Design multi_input_logic_pipe, sky130hd; sources not shown.
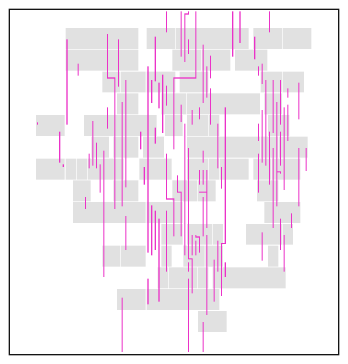
(images/layer_met2.png)
(8 px per um)
longest straight run	23.1 um
nets with wire on the layer	67
main direction	vertical
wire length on this layer	530 um
routed wire length: 1.066 mm
routed via count: 436
met2 track demand over resource: 23.13%

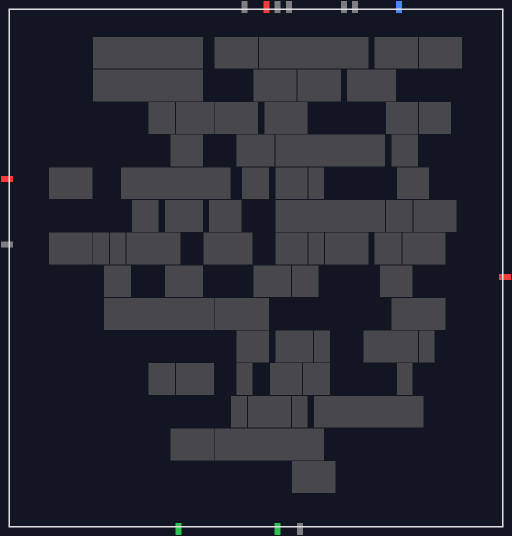
(images/io_placement.png)
(12 px per um) Pins as bars across the die edge, other pins in gray.
port	color	pins	direction	edge
`in_data`	green	2	input	south
`out_data`	blue	1	output	north
`in_op`	red	3	input	1 east, 1 north, 1 west
all pins by edge	7 north, 3 south, 2 west, 1 east
Buffers on Ports: 12
Die H: 43 um
Die W: 41 um

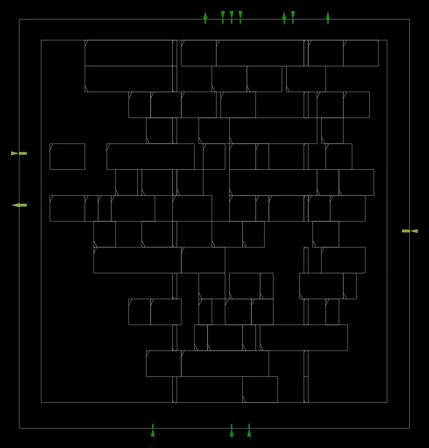
(images/placement.png)
Flops: 9
Cell Rows: 14
Final Non-Filler Cells: 83
CORE AREA: 1384 sq um

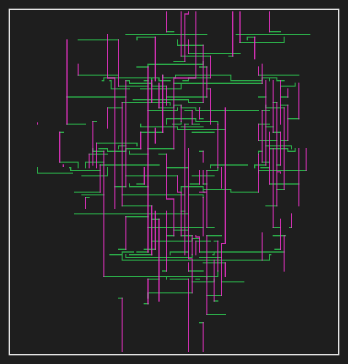
(images/wires.png)
(8 px per um) Only two layers are drawn.
layer	color	wire length
metal 2	magenta	530 um
metal 1	green	507 um
WL/cell: 12.84 um
total track usage: 14.36%

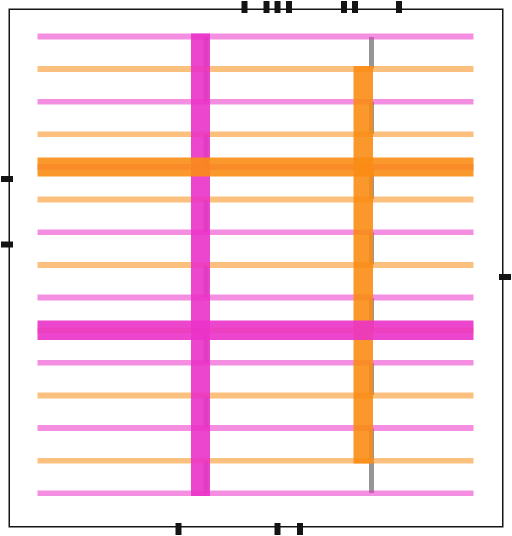
(images/power_grid.png)
(12 px per um) Pins as bars on the die edge. Tap cells in gray.
net	color
VDD	orange
VSS	magenta
tap cells	16
met5 straps	2
met1 rails	15
signal pins	13
met4 straps	2
Max IR drop VDD: 0.1627 mV

==> metrics.csv <==
metric,value,unit
rsz0062_at_grt,false,
endpoint_kind,output pin,
largest_reg_flops,3,
mux_area_share,3.953,%
dp_slack,0.8202,ns
io_pins,13,
h-tree-depth,1,
floorplan.nets,62,
place_area,678.2,sq um
simple_gate_area_share,29.53,%
slowest_stage,clkdlybuf4s50_1,
die-area,1763,sq um
cts.path.max_buffers,2,
via_per_inst,5.253,
tightestPinTransition,0.4218,ns
outcome,completed,
tns,0,ns
crit_type,in -> out,
yosysSeqAreaShare,41.86,%
first_iter_violations,6,
cp.arrival,2.46,ns
power_density,386.8,nW/um^2
cts-resized-gates,0,
cts_root_buffer,clkbuf_4,
cts_setup_buffers,0,
warnings,27,
ant_nets,0,
finalWorstSetupSlack,0.7963,ns
cpMostUsedCell,clkdlybuf4s50_1,
xor_share,0,%
yosysCellCount,51,
grt_max_degree,11,
syn_inst,51,
postLayoutCoreUtil,50.90,%
grt_pass1_wl,1.731,mm
cap_violations,0,
-- where the power goes --
group	total (mW)	internal [mW]	leakage, nW	switching, mW
Combinational	0.0877	0.0464	0.180	0.0413
Sequential	0.117	0.101	0.102	0.0160
Clock	0.0675	0.0366	0.0150	0.0309
Total	0.272	0.184	0.298	0.0882
-- per-layer routing --
metal	wire length, um	track usage, %	vias to the layer above
met4	0	8.000	0
met3	29	2.094	0
met5	0	0	-
met2	529	23.13	5
met1	507	17.17	210
li1	-	-	221
-- Yosys cell counts --
| library cell | n | share of area, % |
|---|---|---|
| dfrtp_1 | 9 | 42 |
| nand2b_1 | 7 | 8.1 |
| nand2_1 | 5 | 3.5 |
| nand4b_1 | 5 | 8.1 |
| o211ai_1 | 4 | 5.6 |
| inv_1 | 3 | 2.1 |
| ha_1 | 2 | 4.7 |
| o211ai_2 | 2 | 4.7 |
| a31oi_1 | 1 | 1.2 |
| a41o_1 | 1 | 1.9 |
| and3b_1 | 1 | 1.6 |
| buf_6 | 1 | 2.1 |
| clkbuf_1 | 1 | 0.70 |
| mux2_2 | 1 | 2.1 |
| mux2i_1 | 1 | 1.9 |
| nand2b_2 | 1 | 1.6 |
| nand3b_1 | 1 | 1.4 |
| nor2b_1 | 1 | 1.2 |
| o211a_1 | 1 | 1.9 |
| or2_1 | 1 | 1.2 |
| or2b_1 | 1 | 1.4 |
| or4_1 | 1 | 1.4 |
-- cell type report --
type                    instances  area [sq um]  area share (%)
inverters                       3         11.26           1.599
well taps                      16         20.02           2.842
plain buffers                   2         15.01           2.131
multi-input cells              37         286.5           40.67
repair buffers                 12         120.1           17.05
clock buffers                   4         26.28           3.730
flip-flops and latches          9         225.2           31.97
Power and IR drop assume default switching activity.
